## src/rtl/load_store_unit.sv

```systemverilog
// load_store_unit
//   Memory-access stage between execute and a word-organised data memory.
//   Takes one load/store at a time and turns it into word-aligned accesses
//   with byte strobes. Accesses that straddle a word boundary become two
//   back-to-back word accesses (or an error response when SPLIT_EN=0).
//   Load data is reassembled from one or two words, then sign- or
//   zero-extended to 32 bits.
//
// Ports
//   clk, reset              clock; synchronous active-high reset
//   req_valid/req_ready     request handshake (accepted only in IDLE)
//   req_write               1 = store, 0 = load
//   req_size                00 word, 01 half, 10 byte, 11 reserved
//   req_unsigned            loads: 1 = zero-extend, 0 = sign-extend
//   req_addr, req_wdata     byte address, right-justified store data
//   resp_valid              one-cycle completion pulse
//   resp_rdata, resp_err    extended load data; error flag
//   mem_en, mem_we          memory access / write this cycle
//   mem_addr                word-aligned byte address
//   mem_wstrb, mem_wdata    byte lane enables and lane-aligned data
//   mem_rdata               read data, valid the cycle after a read
//
// States
//   IDLE | waiting for a request, req_ready=1
//   A0   | first (or only) word access
//   A1   | second word access of a split request
//   WAIT | last read data arrives on mem_rdata
//   RESP | resp_valid pulse
module load_store_unit #(
  parameter int unsigned ADDR_WIDTH = 32,
  parameter bit          SPLIT_EN   = 1'b1
) (
  input  logic                  clk,
  input  logic                  reset,
  input  logic                  req_valid,
  output logic                  req_ready,
  input  logic                  req_write,
  input  logic [1:0]            req_size,
  input  logic                  req_unsigned,
  input  logic [ADDR_WIDTH-1:0] req_addr,
  input  logic [31:0]           req_wdata,
  output logic                  resp_valid,
  output logic [31:0]           resp_rdata,
  output logic                  resp_err,
  output logic                  mem_en,
  output logic                  mem_we,
  output logic [ADDR_WIDTH-1:0] mem_addr,
  output logic [3:0]            mem_wstrb,
  output logic [31:0]           mem_wdata,
  input  logic [31:0]           mem_rdata
);

  typedef enum logic [2:0] {IDLE, A0, A1, WAIT, RESP} state_t;

  state_t state, state_nxt;

  logic                  l_write;
  logic [1:0]            l_size;
  logic                  l_unsigned;
  logic [ADDR_WIDTH-1:0] l_addr;
  logic [31:0]           l_wdata;
  logic [31:0]           lo_word;

  // Request fields in effect: live inputs while IDLE (the accept cycle),
  // latched copies afterwards. Lets every output be registered from the
  // next-state decode without a dead cycle after accept.
  logic                  f_write;
  logic [1:0]            f_size;
  logic                  f_unsigned;
  logic [ADDR_WIDTH-1:0] f_addr;
  logic [31:0]           f_wdata;

  always_comb begin
    if (state == IDLE) begin
      f_write    = req_write;
      f_size     = req_size;
      f_unsigned = req_unsigned;
      f_addr     = req_addr;
      f_wdata    = req_wdata;
    end else begin
      f_write    = l_write;
      f_size     = l_size;
      f_unsigned = l_unsigned;
      f_addr     = l_addr;
      f_wdata    = l_wdata;
    end
  end

  logic [1:0]            ofs;
  logic [2:0]            nbytes;
  logic [3:0]            bmask;
  logic                  crosses;
  logic [7:0]            lane_mask;
  logic [63:0]           lane_data;
  logic [ADDR_WIDTH-1:0] addr_lo;
  logic [ADDR_WIDTH-1:0] addr_hi;

  assign ofs = f_addr[1:0];

  always_comb begin
    case (f_size)
      2'b00:   begin nbytes = 3'd4; bmask = 4'b1111; end
      2'b01:   begin nbytes = 3'd2; bmask = 4'b0011; end
      2'b10:   begin nbytes = 3'd1; bmask = 4'b0001; end
      default: begin nbytes = 3'd0; bmask = 4'b0000; end
    endcase
  end

  assign crosses = ({1'b0, ofs} + nbytes) > 3'd4;

  // Shifting across a 2-word window: the low half feeds the A0 access, the
  // high half is exactly the spill-over into the next word for A1.
  assign lane_mask = {4'b0000, bmask} << ofs;
  assign lane_data = {32'h0, f_wdata} << {ofs, 3'b000};

  assign addr_lo = {f_addr[ADDR_WIDTH-1:2], 2'b00};
  assign addr_hi = addr_lo + ADDR_WIDTH'(4);

  // Load assembly, used in WAIT when the final word is on mem_rdata.
  logic [31:0] word_lo;
  logic [31:0] word_hi;
  logic [31:0] load_shift;
  logic [31:0] load_ext;

  assign word_lo    = crosses ? lo_word : mem_rdata;
  assign word_hi    = crosses ? mem_rdata : 32'h0;
  assign load_shift = 32'({word_hi, word_lo} >> {ofs, 3'b000});

  always_comb begin
    case (f_size)
      2'b00:   load_ext = load_shift;
      2'b01:   load_ext = f_unsigned ? {16'h0, load_shift[15:0]}
                                     : {{16{load_shift[15]}}, load_shift[15:0]};
      2'b10:   load_ext = f_unsigned ? {24'h0, load_shift[7:0]}
                                     : {{24{load_shift[7]}}, load_shift[7:0]};
      default: load_ext = 32'h0;
    endcase
  end

  logic                  ready_nxt;
  logic                  resp_valid_nxt;
  logic                  resp_err_nxt;
  logic [31:0]           resp_rdata_nxt;
  logic                  mem_en_nxt;
  logic                  mem_we_nxt;
  logic [ADDR_WIDTH-1:0] mem_addr_nxt;
  logic [3:0]            mem_wstrb_nxt;
  logic [31:0]           mem_wdata_nxt;

  always_comb begin
    state_nxt      = state;
    resp_err_nxt   = 1'b0;
    resp_rdata_nxt = 32'h0;
    mem_addr_nxt   = '0;
    mem_wstrb_nxt  = 4'b0000;
    mem_wdata_nxt  = 32'h0;

    case (state)
      IDLE: begin
        if (req_valid) begin
          if (f_size == 2'b11 || (crosses && !SPLIT_EN)) begin
            state_nxt    = RESP;
            resp_err_nxt = 1'b1;
          end else begin
            state_nxt = A0;
          end
        end
      end
      A0:      state_nxt = crosses ? A1 : (f_write ? RESP : WAIT);
      A1:      state_nxt = f_write ? RESP : WAIT;
      WAIT: begin
        state_nxt      = RESP;
        resp_rdata_nxt = load_ext;
      end
      RESP:    state_nxt = IDLE;
      default: state_nxt = IDLE;
    endcase

    ready_nxt      = (state_nxt == IDLE);
    resp_valid_nxt = (state_nxt == RESP);
    mem_en_nxt     = (state_nxt == A0) || (state_nxt == A1);
    mem_we_nxt     = mem_en_nxt && f_write;

    if (state_nxt == A0) begin
      mem_addr_nxt = addr_lo;
      if (f_write) begin
        mem_wstrb_nxt = lane_mask[3:0];
        mem_wdata_nxt = lane_data[31:0];
      end
    end else if (state_nxt == A1) begin
      mem_addr_nxt = addr_hi;
      if (f_write) begin
        mem_wstrb_nxt = lane_mask[7:4];
        mem_wdata_nxt = lane_data[63:32];
      end
    end
  end

  always_ff @(posedge clk) begin
    if (reset) begin
      state      <= IDLE;
      req_ready  <= 1'b1;
      resp_valid <= 1'b0;
      resp_err   <= 1'b0;
      resp_rdata <= 32'h0;
      mem_en     <= 1'b0;
      mem_we     <= 1'b0;
      mem_addr   <= '0;
      mem_wstrb  <= 4'b0000;
      mem_wdata  <= 32'h0;
      l_write    <= 1'b0;
      l_size     <= 2'b00;
      l_unsigned <= 1'b0;
      l_addr     <= '0;
      l_wdata    <= 32'h0;
      lo_word    <= 32'h0;
    end else begin
      state      <= state_nxt;
      req_ready  <= ready_nxt;
      resp_valid <= resp_valid_nxt;
      resp_err   <= resp_err_nxt;
      resp_rdata <= resp_rdata_nxt;
      mem_en     <= mem_en_nxt;
      mem_we     <= mem_we_nxt;
      mem_addr   <= mem_addr_nxt;
      mem_wstrb  <= mem_wstrb_nxt;
      mem_wdata  <= mem_wdata_nxt;
      if (state == IDLE && req_valid) begin
        l_write    <= req_write;
        l_size     <= req_size;
        l_unsigned <= req_unsigned;
        l_addr     <= req_addr;
        l_wdata    <= req_wdata;
      end
      // In A1 the bus shows the A0 read result: that is the low word.
      if (state == A1) begin
        lo_word <= mem_rdata;
      end
    end
  end

endmodule
```

## config.mk

```make
export PLATFORM = sky130hd
export DESIGN_NAME = load_store_unit
export DESIGN_NICKNAME = d
export VERILOG_FILES = /design/src/rtl/load_store_unit.sv
export SDC_FILE = /design/constraint.sdc
export NUM_CORES = 1
export LEC_CHECK = 0
export ABC_AREA = 1
export CAP_MARGIN = 20
export CORE_ASPECT_RATIO = 0.7
export CORE_MARGIN = 2
export CORE_UTILIZATION = 57
export DETAILED_ROUTE_END_ITERATION = 7
export PLACE_DENSITY = 0.88
export SYNTH_ARGS = -nofsm -noshare
export SYNTH_HDL_FRONTEND = slang
export SYNTH_SLANG_ARGS = --single-unit
```

## constraint.sdc

```tcl
create_clock -name clk -period 5.82 [get_ports clk]
set_input_delay 1.164 -clock clk [delete_from_list [all_inputs] [get_ports clk]]
set_output_delay 1.164 -clock clk [all_outputs]
set_load 0.01 [all_outputs]
```

==> results_dict.tcl <==
# implementation run metrics
set metrics [dict create \
    p_sw_share_pct 52.2 \
    ys.flop_type "dfxtp_1" \
    warnings 30 \
    logic_family "simple AND/OR/NAND/NOR gates" \
    tapCellCount 242 \
    drc 0 \
    numSynthFlops 206 \
    sh_seq_area_pct 30.5 \
    ys_sh_aoi_pct 20.2 \
    start_kind "primary input" \
    path_class "in -> reg" \
    powerClk_w 0.00134 \
    ys_seq_share_pct 37.7 \
    track_usage_pct 36.1 \
    final_nets 1887 \
    worstReg2RegEnd "resp_rdata[21]$_SDFF_PP0_" \
    avgSynthCellArea_sq_um 6.64 \
    cts-root-buf "clkbuf_16" \
    clockNetworkAreaShare_pct 4.86 \
    slew_violations 0 \
    met3_usage_pct 11.4 \
    rsz0062_at_grt "false" \
    use_met1_pct 54.8 \
    wl_met3_mm 5.05 \
    met2_length_mm 14.8 \
    antenna_cells 0 \
    edf_count 0 \
    post_cts_buffers 0 \
    p_comb_w 0.00541 \
    synth-xor-area-share_pct 0.480 \
    nClkBuffers 26 \
    final_cell_mix "nand2_1, dfxtp_1, clkdlybuf4s50_1, inv_1, o21ai_0" \
    critPathRequiredTime_ps 6260 \
    place_area_sq_um 12900 \
    max_slew_margin_pct 27.3 \
    status "finished clean" \
    hpwlAfterDp_mm 26.6 \
    wire_per_inst_um 18.4 \
    worstMarginPinSlew_ps 1090 \
    ys.warnings.count 0 \
    drive_gt1_share_pct 6.37 \
    power.group.top "combinational cells" \
    use_met2_pct 49.5 \
    reg2reg_depth 20 \
    grt-ovfl-total 0 \
    pg_seq_w 0.00195 \
    internal_power_w 0.00416 \
    yosys.area.top_type "dfxtp_1" \
    io_buffers 205 \
    grt_pass1_vias 10600 \
    lay_top_count "nand2_1" \
    seq_power_share_pct 22.4 \
    timing.max_cap.violations 0 \
    fillCellCount 1516 \
    gp_congestion 1.00 \
    powerDensity_nw_per_um2 643 \
    async_flop_share_pct 0 \
    wirelength_met1_mm 16.9 \
    switchingPower_w 0.00454 \
    dominant_cells "combinational gates" \
    ios 208 \
    cp.arrival_ps 4900 \
    die_h_um 120 \
    cts-resized-gates 0 \
    firstDrtPassIters 7 \
    ir_drop_uv 444 \
    final_cells 2033 \
    timing.fmax_mhz 224 \
    h-tree-depth 1 \
    pwr-share-clk_pct 15.4 \
    area_leaders "dfxtp_1, nand2_1, o21ai_0" \
    holdWs_ps 447 \
    crit_end "resp_rdata[21]$_SDFF_PP0_" \
    rrSetupSlack_ps 1520 \
    viasPerCell 5.80 \
    grt_max_degree 117 \
    totalWireLength_mm 37.5 \
    bufAreaShareNonClock_pct 15.7 \
    inv_count 200 \
    ys_sh_adder_pct 0.411 \
    multi_input_comb_cells 1136 \
    finalHoldViolCount 0 \
    yosys_area_sq_um 10900 \
    hold_path.class "reg -> reg" \
    period_used_pct 76.6 \
    fp_util_pct 58.0 \
    setup_tns_ps 0 \
    cts_tree "built" \
    cp_max_fo 24 \
    cts_hold_buf 0 \
    area_growth_pct 23.6 \
    dp_cells 2000 \
    ys_sh_mux_pct 0.823 \
    leakage_nw 5.66 \
    die_width_um 170 \
    setup.worst_path.end_class "flop" \
    topRoutingLayerUsed "met4" \
    fin_crit_ps 4460 \
    path_clk_slew_ps 60 \
    clockBufferDepth 3 \
    setup_violations 0 \
    synth_cells 1648 \
    drt_iter0_drc 1711 \
    top_cell_area_share_pct 37.7 \
    worstSetupStartpoint "req_size[0]" \
    grt_pass1_wl_mm 57.7 \
    pre_cts_slack_ps 1070 \
    comb_share_pct 41.1 \
    regArea_sq_um 4120 \
    ys_sh_simple_pct 28.6 \
]
worst max-delay path, stage by stage:
cell and delay, ps:
clkdlybuf4s50_1 470, inv_1 80, nand3_1 110, nand2_4 160, inv_1 100, nor2_1 100, ha_1 160, inv_1 50
fa_1 430, inv_1 100, nand2_1 60, nand2_1 560, nand3_1 150, nand3_1 120, nand2_1 90, nand2_1 110
nand3_2 430, nand3_1 270, nand2_1 80, inv_1 100
worst min path at each step:
stage,start,to,slack [ps],cells after the start
2_1_floorplan,l_unsigned$_SDFFE_PP0P_,l_unsigned$_SDFFE_PP0P_,420,2
3_3_place_gp,l_wdata[10]$_SDFFE_PP0P_,l_wdata[10]$_SDFFE_PP0P_,430,2
3_5_place_dp,l_wdata[15]$_SDFFE_PP0P_,l_wdata[15]$_SDFFE_PP0P_,440,2
4_1_cts,l_wdata[15]$_SDFFE_PP0P_,l_wdata[15]$_SDFFE_PP0P_,450,2
5_1_grt,l_wdata[0]$_SDFFE_PP0P_,l_wdata[0]$_SDFFE_PP0P_,470,2
6_report,l_wdata[15]$_SDFFE_PP0P_,l_wdata[15]$_SDFFE_PP0P_,450,2
cell usage after synthesis, drive strengths merged, types with 2 or more instances:
| cell type | count |
|---|---|
| nand2 | 409 |
| dfxtp | 206 |
| o21ai | 204 |
| inv | 200 |
| nand3 | 149 |
| a21oi | 138 |
| nor2 | 113 |
| buf | 55 |
| clkbuf | 52 |
| a211oi | 24 |
| o211ai | 21 |
| nor3 | 18 |
| nand4 | 12 |
| mux2i | 9 |
| o22ai | 6 |
| xor2 | 6 |
| or2 | 5 |
| o211a | 4 |
| and2 | 3 |
| o32ai | 3 |
| and3 | 2 |
| ha | 2 |
**Clock wires, drivers and flops**

(3 px per um)
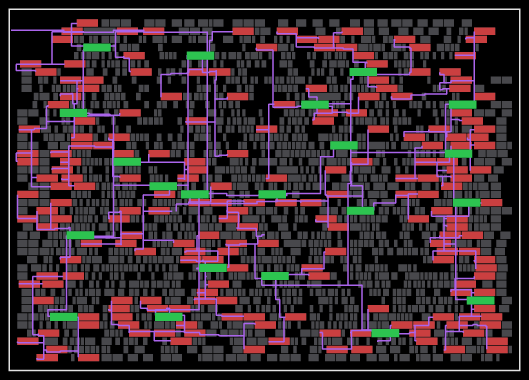
purple -> clock wires  # length 2490 um
red -> flip-flops  # count 206
green -> cells driving clock nets  # count 21
flops lie = all over the die
routed clock nets = 22

**Wires at chosen ports, followed through buffers**

(3 px per um)
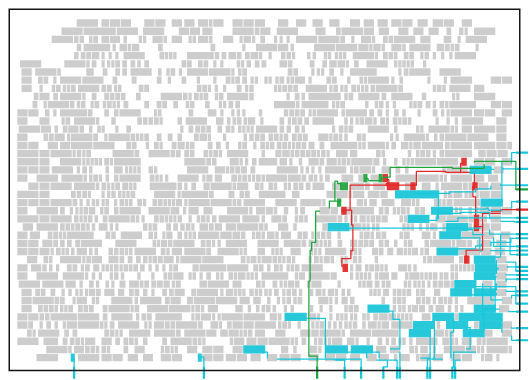
green -> req_size  # bits 2, direction input, end cells 4, buffers 2, wire 147 um
cyan -> mem_addr  # bits 32, direction output, end cells 32, buffers 30, wire 594 um
red -> req_valid  # bits 1, direction input, end cells 10, buffers 1, wire 151 um

**M3 wires**

(2 px per um) Cells faint in the background.
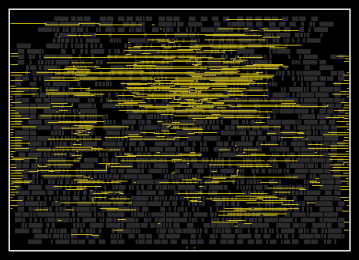
longest straight run = 91.1 um
wire length on this layer = 5050 um
share of all routed wire = 13%
main direction = horizontal

**Clock nets**

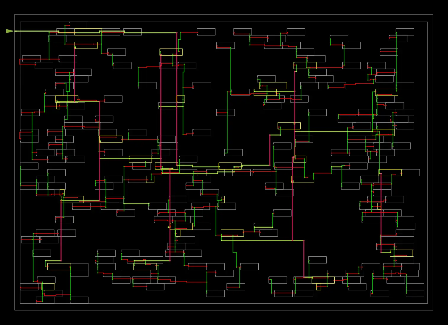
Latency at later pin: 500 ps
CTS Buf Count: 21
clk sinks: 206
sequential cell count: 206

**Placed cells, one colour a class**

(1.5 px per um)
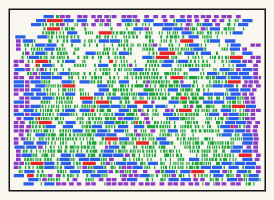
purple -> other buffers and delay cells  # cells 216, share of their area 16%
green -> all other logic  # cells 1336, share of their area 48%
red -> clock drivers and dummy loads  # cells 33, share of their area 5.0%
blue -> flip-flops  # cells 206, share of their area 31%
FP Rows: 42
Util after Layout: 71.7%
post-route cell area: 13500 sq um
core box area: 18900 sq um

Power is estimated from default activity; no workload was simulated.
